### config.mk
export PLATFORM = sky130hd
export DESIGN_NAME = ahblite_busmatrix_arbiter_rr
export DESIGN_NICKNAME = d
export VERILOG_FILES = /design/src/rtl/ahblite_busmatrix_arbiter_rr.sv
export SDC_FILE = /design/constraint.sdc
export NUM_CORES = 1
export LEC_CHECK = 0
export ABC_AREA = 0
export CORE_AREA = 8 8 48 50
export DETAILED_ROUTE_END_ITERATION = 7
export DIE_AREA = 0 0 56 58
export PLACE_DENSITY_LB_ADDON = 0.2
export SYNTH_ARGS = -nofsm -noshare
export SYNTH_HDL_FRONTEND = slang
export SYNTH_SLANG_ARGS = --single-unit
export TNS_END_PERCENT = 30
### constraint.sdc
create_clock -name HCLK -period 4.3 [get_ports HCLK]
set_input_delay 0.86 -clock HCLK [delete_from_list [all_inputs] [get_ports HCLK]]
set_output_delay 0.86 -clock HCLK [all_outputs]
set_load 0.01 [all_outputs]
### src/rtl/ahblite_busmatrix_arbiter_rr.sv
// Output-stage arbiter for one AHB-Lite bus-matrix slave port: round-robin grant among
// NUM_PORTS masters, held across bursts. Define AHB_ARB_FIXED_PRIO_EN for fixed priority.
module ahblite_busmatrix_arbiter_rr #(
  parameter int NUM_PORTS = 4,
  parameter int SEL_W     = 2
) (
  input  logic                 HCLK,
  input  logic                 HRESETn,
  input  logic [NUM_PORTS-1:0] REQ,
  input  logic                 HREADY_Outputstage,
  input  logic                 HSEL_Outputstage,
  input  logic [1:0]           HTRANS_Outputstage,
  input  logic [2:0]           HBURST_Outputstage,
  output logic [SEL_W-1:0]     PORT_SEL_ARBITER,
  output logic                 PORT_NOSEL_ARBITER
);

  localparam logic [1:0] TRANS_IDLE   = 2'b00;
  localparam logic [1:0] TRANS_BUSY   = 2'b01;
  localparam logic [1:0] TRANS_NONSEQ = 2'b10;
  localparam logic [1:0] TRANS_SEQ    = 2'b11;
  localparam int         REQ_EXT_W    = 2 ** SEL_W;

  logic [SEL_W-1:0]     port_sel_q, port_sel_d;
  logic                 port_nosel_q, port_nosel_d;
  logic [3:0]           beat_cnt_q, beat_cnt_d;
  logic                 incr_active_q, incr_active_d;
  logic                 locked;
  logic                 req_any;
  logic [SEL_W-1:0]     pick_idx;
  logic [REQ_EXT_W-1:0] req_ext;

  // Requests zero-padded to the full select range so any select value indexes safely.
  always_comb begin
    req_ext                = '0;
    req_ext[NUM_PORTS-1:0] = REQ;
    req_any                = |REQ;
  end

  // Burst tracking follows only the granted port's address phase.
  always_comb begin
    beat_cnt_d    = beat_cnt_q;
    incr_active_d = incr_active_q;
    if (HREADY_Outputstage) begin
      if (port_nosel_q || !HSEL_Outputstage) begin
        incr_active_d = 1'b0;
      end else begin
        case (HTRANS_Outputstage)
          TRANS_NONSEQ: begin
            incr_active_d = (HBURST_Outputstage == 3'b001);
            case (HBURST_Outputstage)
              3'b010, 3'b011: beat_cnt_d = 4'd3;
              3'b100, 3'b101: beat_cnt_d = 4'd7;
              3'b110, 3'b111: beat_cnt_d = 4'd15;
              default:        beat_cnt_d = 4'd0;
            endcase
          end
          TRANS_SEQ: begin
            if (beat_cnt_q != 4'd0) begin
              beat_cnt_d = beat_cnt_q - 4'd1;
            end
          end
          TRANS_IDLE: begin
            beat_cnt_d    = 4'd0;
            incr_active_d = 1'b0;
          end
          TRANS_BUSY: begin
            beat_cnt_d = beat_cnt_q;
          end
          default: begin
            beat_cnt_d = beat_cnt_q;
          end
        endcase
      end
    end
  end

  // Lock uses next-state values so the final SEQ beat frees the same edge's arbitration.
  assign locked = (beat_cnt_d != 4'd0) | incr_active_d;

`ifdef AHB_ARB_FIXED_PRIO_EN

  always_comb begin
    pick_idx = '0;
    for (int i = NUM_PORTS - 1; i >= 0; i--) begin
      if (req_ext[SEL_W'(i)]) begin
        pick_idx = SEL_W'(i);
      end
    end
  end

  always_comb begin
    port_sel_d   = port_sel_q;
    port_nosel_d = port_nosel_q;
    if (HREADY_Outputstage && !locked) begin
      if (req_any) begin
        port_sel_d   = pick_idx;
        port_nosel_d = 1'b0;
      end else if (HSEL_Outputstage) begin
        port_nosel_d = 1'b0;
      end else begin
        port_nosel_d = 1'b1;
      end
    end
  end

`else

  logic [SEL_W-1:0] rr_ptr_q, rr_ptr_d;
  logic [SEL_W-1:0] cand_idx;
  logic             found;

  // Search starts one past the last winner so every requester is reached within NUM_PORTS grants.
  always_comb begin
    pick_idx = '0;
    cand_idx = '0;
    found    = 1'b0;
    for (int off = 1; off <= NUM_PORTS; off++) begin
      cand_idx = SEL_W'((int'(rr_ptr_q) + off) % NUM_PORTS);
      if (!found && req_ext[cand_idx]) begin
        found    = 1'b1;
        pick_idx = cand_idx;
      end
    end
  end

  always_comb begin
    port_sel_d   = port_sel_q;
    port_nosel_d = port_nosel_q;
    rr_ptr_d     = rr_ptr_q;
    if (HREADY_Outputstage && !locked) begin
      if (req_any) begin
        port_sel_d   = pick_idx;
        port_nosel_d = 1'b0;
        rr_ptr_d     = pick_idx;
      end else if (HSEL_Outputstage) begin
        port_nosel_d = 1'b0;
      end else begin
        port_nosel_d = 1'b1;
      end
    end
  end

  always_ff @(posedge HCLK or negedge HRESETn) begin
    if (!HRESETn) begin
      rr_ptr_q <= SEL_W'(NUM_PORTS - 1);
    end else begin
      rr_ptr_q <= rr_ptr_d;
    end
  end

`endif

  always_ff @(posedge HCLK or negedge HRESETn) begin
    if (!HRESETn) begin
      port_sel_q    <= '0;
      port_nosel_q  <= 1'b1;
      beat_cnt_q    <= 4'd0;
      incr_active_q <= 1'b0;
    end else begin
      port_sel_q    <= port_sel_d;
      port_nosel_q  <= port_nosel_d;
      beat_cnt_q    <= beat_cnt_d;
      incr_active_q <= incr_active_d;
    end
  end

  assign PORT_SEL_ARBITER   = port_sel_q;
  assign PORT_NOSEL_ARBITER = port_nosel_q;

endmodule

==> metrics.cfg <==
[run_status]
status=complete, no violations

[die]
chipArea_sq_mm=0.00325
num_rows=15

[worst_setup_path]
worstPathArrival_ns=2.93
crit_type=input port to flip-flop
r2r-end=PORT_SEL_ARBITER[1]
crit_path_cell_trace=clkdlybuf4s50_1, nor4b_1, a2bb2oi_1, nand4b_2, nor4_4, nand2_4, mux2_4
crit_required_ns=4.44
reg2reg_slack_ns=2.02
start_kind=input port

[final_timing]
final-setup-viol-count=0
fmax_mhz=359
maxSlewHeadroom_pct=70.1
fin_crit_ns=2.79
fin_tns_setup_ns=0

[synth]
ys_top_cells_by_area=dfrtp_1 (22%), dfstp_2 (9.9%), mux2_4 (9.4%), a211oi_2 (3.1%), nand2_1 (2.8%)
synth_top_flop_cell=dfrtp_1
edf_count=0
topCombFamilyByArea=simple AND/OR/NAND/NOR gates
yosys_area_sq_um=796
syn-num-nets=92
synth_flop_count=10
synthCells=78
ys_sh_xor_pct=0
yosysUniqueCellTypes=41
synth_area_sq_um=796

[cts]
cts_resized=0
post-cts-setup-buffers=0
clk_latency_ns=0.26
cts_buffer_depth=2
cts_inserted_buffers=3
cts_hold_buf=0

[global_routing]
grt_max_degree=12
grt_first_pass_wirelength_microns=3060

[cells_and_area]
nFillCells=139
comb_area_sq_um=508
num-nets-final=110

[route]
routed_wl_microns=1690
ant_nets=0
initialDrtViolationCount=8

[placed_design]
dp_cells=108

[run]
drv_cap=0
warnings=26

[worst_hold_path]
holdPathStages=1

-- cell usage in the layout, fill, tap and decap left out, types with 2 or more instances in the layout --
cell	n
a211oi_2	2
a21oi_1	2
a21oi_2	2
and3_2	2
clkbuf_4	3
clkdlybuf4s50_1	15
dfrtp_1	7
dfstp_2	3
inv_1	5
mux2_4	5
nand2_1	6
nand2b_1	3
nand3_1	2
nand3b_1	2
nor2_1	3
nor2b_1	2
o21ai_1	2
o221ai_1	2
o22ai_1	2
or2b_1	2
-- cell type report --
type                    count  area share (%)
inverters                   5            1.90
repair buffers             15            15.2
flip-flops and latches     10            25.7
multi-input cells          61            51.4
well taps                  17            2.15
clock buffers               4            3.67
-- through the flow --
stage	worst slack (ns)	hold slack, ns	area [sq um]	util (%)
2_1_floorplan	1.91	0.455	796	-
3_3_place_gp	1.32	0.478	952	59.0
3_5_place_dp	1.27	0.481	952	59.0
4_1_cts	1.52	0.497	988	61.2
5_1_grt	1.41	0.524	988	61.2
6_report	1.51	0.493	988	61.2
-- metal layers --
metal / routed length (microns) / share of wire, % / GRT usage (%) / vias up
li1: - / - / - / 332
met1: 712 / 42 / 11.8 / 326
met5: 0 / 0 / 0 / -
met3: 55 / 3.3 / 2.40 / 4
met4: 40 / 2.4 / 7.22 / 0
met2: 876 / 52 / 20.9 / 15
-- cells in the mapped netlist, types with 2 or more instances --
cell type / instances
or2b_1: 2
dfrtp_1: 7
inv_1: 5
o221ai_1: 2
dfstp_2: 3
a211oi_2: 2
a21oi_2: 2
a21oi_1: 2
mux2_4: 5
nor2b_1: 2
nand2_1: 6
nor2_1: 3
nand3_1: 2
nand3b_1: 2
nand2b_1: 3
buf_4: 2
and3_2: 2
o22ai_1: 2
o21ai_1: 2
-- worst register-to-register path, cell delays in order, from the launching register on --
cell	delay [ns]
dfrtp_1	0.43
inv_1	0.08
ha_1	0.17
or3b_4	0.42
and2_1	0.20
a211oi_2	0.33
nor4_4	0.11
nand2_4	0.12
mux2_4	0.30
-- registers in the layout (all words and copies together) (netlist names) --
name	count
beat_cnt_q	4
PORT_SEL_ARBITER	2
rr_ptr_q	2
PORT_NOSEL_ARBITER	1
incr_active_q	1
-- power breakdown --
part / total (uW) / switching (uW) / internal (uW)
sequential: 181 / 41.5 / 139
combinational: 207 / 87.4 / 120
clock: 83.5 / 32.2 / 51.3
-- worst max path at each step --
| stage | from | endpoint | slack, ns | cells past startpoint |
|---|---|---|---|---|
| after detailed placement | HTRANS_Outputstage[1] | PORT_SEL_ARBITER[1] | 1.27 | 7 |
| after CTS | HTRANS_Outputstage[1] | PORT_SEL_ARBITER[1] | 1.52 | 7 |
| after floorplan | HBURST_Outputstage[1] | PORT_SEL_ARBITER[0] | 1.91 | 6 |
| final | HTRANS_Outputstage[1] | PORT_SEL_ARBITER[1] | 1.51 | 7 |
| after global routing | HTRANS_Outputstage[1] | PORT_SEL_ARBITER[0] | 1.41 | 7 |
| after global placement | HSEL_Outputstage | PORT_SEL_ARBITER[1] | 1.32 | 7 |
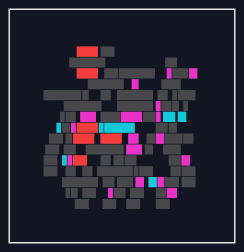
(selected gate families)
Drawn at 4 px/micron.
legend:
  cyan:
    family: nor cells
    cells: 7
  red:
    family: mux cells
    cells: 6
  magenta:
    family: nand cells
    cells: 17

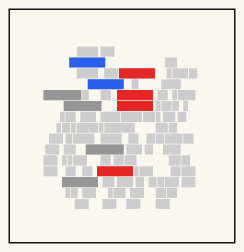
(sequential cells coloured by netlist name)
Drawn at 4 px/micron. Other sequential cells in the stronger grey, the rest of the logic in the fainter grey.
legend:
  blue:
    signal: PORT_SEL_ARBITER
    placed_flops: 2
  red:
    signal: beat_cnt_q
    placed_flops: 4
not coloured: 4

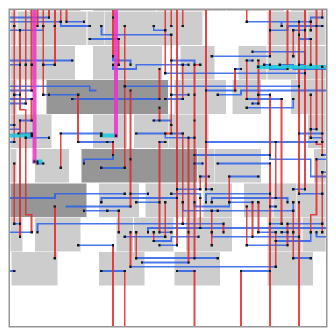
(layout detail)
Window x 16 to 41, y 5 to 30 microns. Cells in grey, sequential cells in the stronger grey; small squares are vias.
legend:
  red:
    layer: metal 2
  blue:
    layer: metal 1
  cyan:
    layer: metal 3
  magenta:
    layer: metal 4
most frequent: clkdlybuf4s50_1 (7), mux2_4 (3)
sequential cells in the window: 3
cells with their middle in the window: 41

No activity file was given, so power comes from the tool's default toggle rates.
